Figure 1. Cell classes on the final placement (run 1).
Scale bar: 20 um.
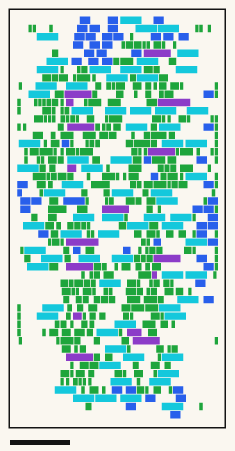
Figure 2. Congestion heat map (run 1).
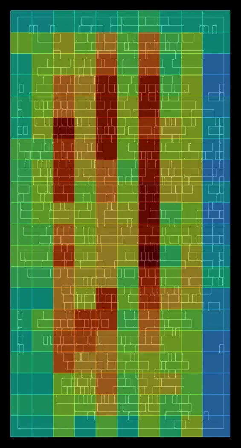
Figure 3. Register map, names as in the netlist (run 1).
Scale bar: 20 um.
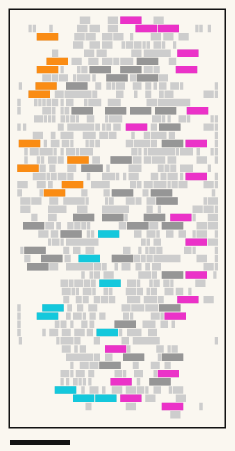
$ cat src/rtl/sobel_edge_stat_pkg.sv
// Shared definitions for the Sobel edge statistics block: FSM encoding,
// counter widths and the default binarization threshold.
package sobel_edge_stat_pkg;

    typedef enum logic [1:0] {
        ST_IDLE   = 2'd0,
        ST_FRAME  = 2'd1,
        ST_REPORT = 2'd2
    } state_e;

    localparam int COL_W     = 10;
    localparam int ROW_W     = 9;
    localparam int CNT_W     = 19;
    localparam int THR_DEF_P = 128;

endpackage

$ cat src/rtl/sobel_edge_stat_sync_edge_det.sv
// Registered rise/fall detection for frame and line valid. Edges are suppressed
// in the first cycle after reset so a mid-frame release cannot fake a rise.
module sync_edge_det (
    input  logic clk,
    input  logic rst,
    input  logic vsync_i,
    input  logic hsync_i,
    output logic vsync_q_o,
    output logic hsync_q_o,
    output logic vs_rise_o,
    output logic vs_fall_o,
    output logic hs_rise_o,
    output logic hs_fall_o
);

    logic vs_q;
    logic hs_q;
    logic armed_q;

    always_ff @(posedge clk) begin
        if (rst) begin
            vs_q    <= 1'b0;
            hs_q    <= 1'b0;
            armed_q <= 1'b0;
        end else begin
            vs_q    <= vsync_i;
            hs_q    <= hsync_i;
            armed_q <= 1'b1;
        end
    end

    assign vsync_q_o = vs_q;
    assign hsync_q_o = hs_q;
    assign vs_rise_o = armed_q &  vsync_i & ~vs_q;
    assign vs_fall_o = armed_q & ~vsync_i &  vs_q;
    assign hs_rise_o = armed_q &  hsync_i & ~hs_q;
    assign hs_fall_o = armed_q & ~hsync_i &  hs_q;

endmodule

$ cat src/rtl/sobel_edge_stat.sv
// Binarizes Sobel gradient magnitudes and reports per-frame edge statistics.
// Bounding-box tracking is built only when SOBEL_EDGE_STAT_BBOX_EN is defined.
module sobel_edge_stat
    import sobel_edge_stat_pkg::*;
#(
    parameter int DW      = 8,
    parameter int IW      = 640,
    parameter int IH      = 480,
    parameter int THR_DEF = THR_DEF_P
) (
    input  logic             clk,
    input  logic             rst,
    input  logic             din_vsync,
    input  logic             din_hsync,
    input  logic [DW-1:0]    din,
    input  logic             thr_sel,
    input  logic [DW-1:0]    thr,
    output logic             dout_vsync,
    output logic             dout_hsync,
    output logic [DW-1:0]    dout,
    output logic             stat_valid,
    output logic [CNT_W-1:0] edge_cnt,
    output logic [COL_W-1:0] x_min,
    output logic [COL_W-1:0] x_max,
    output logic [ROW_W-1:0] y_min,
    output logic [ROW_W-1:0] y_max,
    output logic             bbox_valid,
    output logic             geom_err
);

    localparam logic [COL_W-1:0] IW_C    = COL_W'(IW);
    localparam logic [ROW_W-1:0] IH_C    = ROW_W'(IH);
    localparam logic [ROW_W-1:0] ROW_MAX = '1;
    localparam logic [CNT_W-1:0] CNT_MAX = '1;

    logic vs_rise, vs_fall, hs_rise, hs_fall;

    sync_edge_det u_edge (
        .clk       (clk),
        .rst       (rst),
        .vsync_i   (din_vsync),
        .hsync_i   (din_hsync),
        .vsync_q_o (dout_vsync),
        .hsync_q_o (dout_hsync),
        .vs_rise_o (vs_rise),
        .vs_fall_o (vs_fall),
        .hs_rise_o (hs_rise),
        .hs_fall_o (hs_fall)
    );

    state_e           state_q, state_d;
    logic [DW-1:0]    thr_q, thr_d, dout_q;
    logic [COL_W-1:0] col_q, col_d, col_base;
    logic [ROW_W-1:0] row_q, row_d, row_base;
    logic [CNT_W-1:0] cnt_q, cnt_d, edge_cnt_q;
    logic             err_q, err_d, geom_err_q;
    logic             in_frame, pix, is_edge, frame_end;

    always_comb begin
        state_d = state_q;
        case (state_q)
            ST_IDLE:   if (vs_rise) state_d = ST_FRAME;
            ST_FRAME:  if (vs_fall) state_d = ST_REPORT;
            ST_REPORT: state_d = din_vsync ? ST_FRAME : ST_IDLE;
            default:   state_d = ST_IDLE;
        endcase
    end

    // A rise seen in REPORT starts the next frame in the same cycle, so the
    // cleared counter values feed the accumulation directly.
    assign in_frame  = (state_q == ST_FRAME) || vs_rise;
    assign frame_end = (state_q == ST_FRAME) && vs_fall;
    assign pix       = in_frame && din_vsync && din_hsync;
    assign thr_d     = vs_rise ? (thr_sel ? thr : DW'(THR_DEF)) : thr_q;
    assign col_base  = (vs_rise || hs_rise) ? '0 : col_q;
    assign row_base  = vs_rise ? '0 : row_q;
    assign is_edge   = pix && (col_base != IW_C) && (row_base < IH_C) && (din >= thr_d);

    always_comb begin
        col_d = col_base;
        row_d = row_base;
        cnt_d = vs_rise ? '0 : cnt_q;
        err_d = vs_rise ? 1'b0 : err_q;
        if (pix) begin
            if (col_base == IW_C) err_d = 1'b1;
            else                  col_d = col_base + 1'b1;
        end
        if (is_edge && (cnt_d != CNT_MAX)) cnt_d = cnt_d + 1'b1;
        if (in_frame && hs_fall) begin
            if (col_base != IW_C)    err_d = 1'b1;
            if (row_base != ROW_MAX) row_d = row_base + 1'b1;
        end
    end

    always_ff @(posedge clk) begin
        if (rst) begin
            state_q    <= ST_IDLE;
            thr_q      <= '0;
            col_q      <= '0;
            row_q      <= '0;
            cnt_q      <= '0;
            err_q      <= 1'b0;
            dout_q     <= '0;
            edge_cnt_q <= '0;
            geom_err_q <= 1'b0;
        end else begin
            state_q <= state_d;
            thr_q   <= thr_d;
            col_q   <= col_d;
            row_q   <= row_d;
            cnt_q   <= cnt_d;
            err_q   <= err_d;
            dout_q  <= (din_hsync && (din >= thr_d)) ? '1 : '0;
            if (frame_end) begin
                edge_cnt_q <= cnt_d;
                geom_err_q <= err_d || (row_d != IH_C);
            end
        end
    end

    assign dout       = dout_q;
    assign stat_valid = (state_q == ST_REPORT);
    assign edge_cnt   = edge_cnt_q;
    assign geom_err   = geom_err_q;

`ifdef SOBEL_EDGE_STAT_BBOX_EN
    logic [COL_W-1:0] bx_min_q, bx_min_d, bx_max_q, bx_max_d, x_min_q, x_max_q;
    logic [ROW_W-1:0] by_min_q, by_min_d, by_max_q, by_max_d, y_min_q, y_max_q;
    logic             seen_q, seen_d, bbox_valid_q;

    always_comb begin
        bx_min_d = vs_rise ? '0 : bx_min_q;
        bx_max_d = vs_rise ? '0 : bx_max_q;
        by_min_d = vs_rise ? '0 : by_min_q;
        by_max_d = vs_rise ? '0 : by_max_q;
        seen_d   = vs_rise ? 1'b0 : seen_q;
        if (is_edge) begin
            if (!seen_d || col_base < bx_min_d) bx_min_d = col_base;
            if (!seen_d || col_base > bx_max_d) bx_max_d = col_base;
            if (!seen_d || row_base < by_min_d) by_min_d = row_base;
            if (!seen_d || row_base > by_max_d) by_max_d = row_base;
            seen_d = 1'b1;
        end
    end

    always_ff @(posedge clk) begin
        if (rst) begin
            bx_min_q <= '0; bx_max_q <= '0; by_min_q <= '0; by_max_q <= '0;
            seen_q   <= 1'b0;
            x_min_q  <= '0; x_max_q  <= '0; y_min_q  <= '0; y_max_q  <= '0;
            bbox_valid_q <= 1'b0;
        end else begin
            bx_min_q <= bx_min_d; bx_max_q <= bx_max_d;
            by_min_q <= by_min_d; by_max_q <= by_max_d;
            seen_q   <= seen_d;
            if (frame_end) begin
                x_min_q <= bx_min_d; x_max_q <= bx_max_d;
                y_min_q <= by_min_d; y_max_q <= by_max_d;
                bbox_valid_q <= seen_d;
            end
        end
    end

    assign x_min      = x_min_q;
    assign x_max      = x_max_q;
    assign y_min      = y_min_q;
    assign y_max      = y_max_q;
    assign bbox_valid = bbox_valid_q;
`else
    assign x_min      = '0;
    assign x_max      = '0;
    assign y_min      = '0;
    assign y_max      = '0;
    assign bbox_valid = 1'b0;
`endif

endmodule

$ cat config.mk
export PLATFORM = sky130hd
export DESIGN_NAME = sobel_edge_stat
export DESIGN_NICKNAME = d
export VERILOG_FILES = /design/src/rtl/sobel_edge_stat_pkg.sv /design/src/rtl/sobel_edge_stat_sync_edge_det.sv /design/src/rtl/sobel_edge_stat.sv
export SDC_FILE = /design/constraint.sdc
export NUM_CORES = 1
export LEC_CHECK = 0
export CAP_MARGIN = 30
export CORE_ASPECT_RATIO = 2
export CORE_MARGIN = 2
export CORE_UTILIZATION = 45
export CTS_CLUSTER_SIZE = 30
export DETAILED_ROUTE_END_ITERATION = 10
export PLACE_DENSITY_LB_ADDON = 0.3
export SLEW_MARGIN = 20
export SYNTH_ARGS = -nofsm -noshare
export SYNTH_HDL_FRONTEND = slang
export SYNTH_HIERARCHICAL = 1
export SYNTH_SLANG_ARGS = --single-unit
$ cat constraint.sdc
create_clock -name clk -period 4.6 [get_ports clk]
set_clock_uncertainty 0.05 [all_clocks]
set_input_delay 0.92 -clock clk [delete_from_list [all_inputs] [get_ports clk]]
set_output_delay 0.92 -clock clk [all_outputs]
set_load 0.01 [all_outputs]
==> Slide: Implementation Results, run 1 <==
Run Summary

Cells and area
  • Nets: 541
  • # diodes: 0
  • Most instantiated logic cell after routing: dfxtp_1
  • Comb/total area: 46.87%
  • Cell class with the largest area share: multi-input combinational cells

Yosys
  • Syn Std Cell Area: 0.004044 mm^2
  • Main synth FF type: dfxtp_1
  • Flops after synth: 73
  • Synth Seq Share: 36.14%
  • Cells in synth_stat.txt: 472

Critical path
  • CP max stage delay: 520 ps

Final timing
  • Slew @ Worst Pin: 776.4 ps
  • Final setup violation count: 0
  • Worst hold slack: 417.4 ps

Run status
  • Status: finished, final reports clean

Power
  • Overall power: 1.557 mW

Clock network
  • Root Driver: clkbuf_16
  • CTS tree: yes

Global routing
  • Grt total ovfl: 0
  • Busiest grt layer: met2

Placement
  • IO Port Bufs: 51
  • # placed instances: 599

Detailed routing
  • DR WL/cell: 14.53 um
  • DR iter-0 viols: 246
  • DRC: 0

Floorplanning
  • Die width: 71.03 um

Run
  • Number of logged tool warnings: 27
-- Figure 1 (at the start) --
- purple: clock drivers and dummy loads (cells 16)
- blue: remaining buffers and delay cells (cells 58)
- green: combinational and other logic (cells 366)
- cyan: sequential cells (cells 73)
Design Area, Final: 0.004755 mm^2
sequential share of cell area: 30.74%

-- Figure 2 (at the start) --
met1 Usage GRT: 19.17%
All-Layer GR Usage: 18.80%

-- Figure 3 (at the start) --
- magenta: edge_cnt (placed flops 19)
- cyan: row_q (placed flops 9)
- orange: col_q (placed flops 10)
- not colored: 35

==> run 1: kinds of logic after synthesis <==
| group | share of synthesized area [%] |
|---|---|
| DFF | 36.14 |
| other | 0.09273 |
| buffers and inverters | 12.28 |
| adders and majority gates | 3.713 |
| AOI/OAI and AO/OA | 10.58 |
| muxes | 0.7426 |
| and+or+nand+nor | 30.17 |
| xor gates and xnor gates | 6.281 |
==> run 1: worst register-to-register path, cell delays in order (launching register included) <==
cell,delay [ps]
dfxtp_1,340
and3b_1,230
buf_12,200
nor2_1,270
and2_1,220
inv_1,60
ha_1,180
nor4b_1,150
nand4_2,190
nand3_4,250
nor4b_2,520
o211ai_1,190
a311oi_1,270
==> run 1: Yosys cell counts (all sizes together), types with 2 or more instances <==
library cell,count,area share (%)
inv,10,0.93
xnor2,26,5.6
buf,55,9.9
xor2,3,0.65
nand2b,2,0.31
nor2,68,6.3
and3,8,1.2
and3b,7,1.5
o21ai,4,0.50
nor4b,5,1.4
clkbuf,16,1.5
and2,7,1.1
a22o,2,0.43
nand4b,2,0.43
nor4,17,3.9
a22oi,4,0.74
a21oi,13,1.7
o21a,2,0.37
ha,12,3.7
a211oi,20,4.0
nor3b,2,0.37
nand4,12,2.0
dfxtp,73,36
mux2i,3,0.74
nand2,32,3.0
a31oi,4,0.62
and4b,5,1.2
nor3,6,0.74
nand3,9,1.4
a211o,2,0.43
nor2b,27,4.2
and4,3,0.65
==> run 1: final timing paths <==
path / from / endpoint / slack, ps / depth (start not counted)
worst min register to register: err_q / err_q / 420 / 2
worst min-delay path: err_q / err_q / 420 / 2
worst max register to register: u_edge/vsync_q_o / edge_cnt[4] / 1410 / 12
worst max-delay path: din_vsync / edge_cnt[4] / 660 / 13
--- run 2 (diff from run 1) ---
--- a/config.mk
+++ b/config.mk
@@ -8,10 +8,11 @@
 export CAP_MARGIN = 30
 export CORE_ASPECT_RATIO = 2
 export CORE_MARGIN = 2
-export CORE_UTILIZATION = 45
+export CORE_UTILIZATION = 35
 export CTS_CLUSTER_SIZE = 30
 export DETAILED_ROUTE_END_ITERATION = 10
 export PLACE_DENSITY_LB_ADDON = 0.3
+export SETUP_SLACK_MARGIN = 0.05
 export SLEW_MARGIN = 20
 export SYNTH_ARGS = -nofsm -noshare
 export SYNTH_HDL_FRONTEND = slang
==> run 2 against run 1 <==
  * Core utilization fell by 11 points
  * Sequential power hardly changed
  * Flip-flop count unchanged
  * Critical path depth down 2
  * Non-clock buffer count is 2 higher
  * Worst hold slack improved by 4.9 ps
  * Total power is 4.6% lower
  * Largest cell class unchanged
==> Slide: Implementation Results, run 2 <==
Run Summary

Critical path
  • Worst reg2reg path endpoint: edge_cnt[5]
  • CP Launch Point: din_vsync
  • Worst Setup EP: edge_cnt[5]
  • CP max stage delay: 570 ps
  • Reg2reg path depth: 10
  • Crit path DAT: 4240 ps
  • Worst flop-to-flop path startpoint: u_edge/armed_q
  • Instance count on the critical path: 11
  • Slack of the worst reg-to-reg path: 1300 ps

Yosys
  • Post-Synth AOI/OAI Area: 10.58%
  • Synth area leaders: dfxtp_1, buf_4, nor2_1
  • Simple Share, Synth: 30.17%
  • Most instantiated library cell after synthesis: dfxtp_1
  • Multiplexer share: 0.7426%
  • Main synth FF type: dfxtp_1
  • Post-synth top cells: dfxtp_1, nor2_1, buf_4, nand2_1, nor2b_1
  • Comb area leader: simple AND/OR/NAND/NOR gates
  • Cell taking the most area after synthesis: dfxtp_1
  • Synth Seq Share: 36.14%
  • Yosys xor share: 6.281%
  • Flops after synth: 73
  • Cells in synth_stat.txt: 472
  • Syn Std Cell Area: 0.004044 mm^2
  • Max-area cell share: 36.14%

Placement
  • # placed instances: 641
  • IO Port Bufs: 51

Final timing
  • Final min period: 4111 ps
  • Slew @ Worst Pin: 870.0 ps
  • Final Hold Vio Count: 0
  • Final setup violation count: 0

Run
  • Number of logged tool warnings: 27

Cells and area
  • # diodes: 0
  • Nets: 543

Floorplanning
  • Die width: 80.01 um
  • Area of the core: 0.01129 mm^2

Detailed routing
  • DR WL/cell: 14.32 um
  • DR iter-0 viols: 159
  • DRC: 0

Clock network
  • Root Driver: clkbuf_16
  • CTS tree: yes

Run status
  • Status: finished, final reports clean

Global routing
  • Grt total ovfl: 0
  • Busiest grt layer: met2
  • Met1 Usage GRT: 15.18%
run 2: netlist changes by cell type in the layout (fill, tap and decap cells not counted), sizes merged:
cell and delta:
buf +2, bufinv -1, clkbuf +3, clkinv -2
inv -1
run 2: through the flow:
step                power (mW)  cell area [um^2]  utilization (%)  hold slack, ps
floorplan               0.7697              4187                -           395.3
global placement        0.7931              4478            39.68           407.6
detailed placement      0.7953              4478            39.68           416.4
CTS                      1.504              4776            42.32           425.3
global route             1.548              4776            42.32           448.8
finish                   1.484              4776            42.32           422.4
run 2: how the worst min path moves through the flow:
stage          start    end  slack, ps  cells after the start
5_1_grt        err_q  err_q        450                      2
2_1_floorplan  err_q  err_q        400                      2
6_report       err_q  err_q        420                      2
3_5_place_dp   err_q  err_q        420                      2
4_1_cts        err_q  err_q        430                      2
3_3_place_gp   err_q  err_q        410                      2
run 2: logic make-up (layout without fill, tap and decap cells):
family	after synthesis	after routing
compound gates	59	59
xor+xnor	29	29
fa+ha+maj	12	12
buf+inv	81	85
flops	73	73
mux	3	3
other cells	1	39
simple gates	214	214
run 2: final cells by class:
class | instances | share of cell area, %
clock buffer | 13 | 5.449
clock inverter | 2 | 0.7860
inverter | 10 | 0.7860
multi-input combinational | 356 | 46.66
sequential | 73 | 30.60
tap | 142 | 3.720
timing repair buffer | 60 | 12.00
run 2: power groups by stage:
stage / Sequential, mW / Combinational (mW) / Clock, mW
3_5_place_dp: 0.659 / 0.136 / 0
2_1_floorplan: 0.659 / 0.110 / 0
3_3_place_gp: 0.658 / 0.135 / 0
4_1_cts: 0.645 / 0.137 / 0.723
6_report: 0.645 / 0.136 / 0.703
5_1_grt: 0.646 / 0.149 / 0.753
Figure 4. Register map, names as in the netlist (run 2).
Scale bar: 20 um.
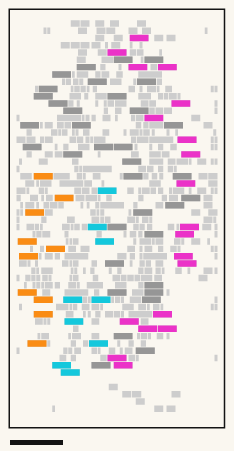
- cyan: row_q (placed flops 9)
- magenta: edge_cnt (placed flops 19)
- orange: col_q (placed flops 10; where left middle)

Power and IR drop assume default switching activity.
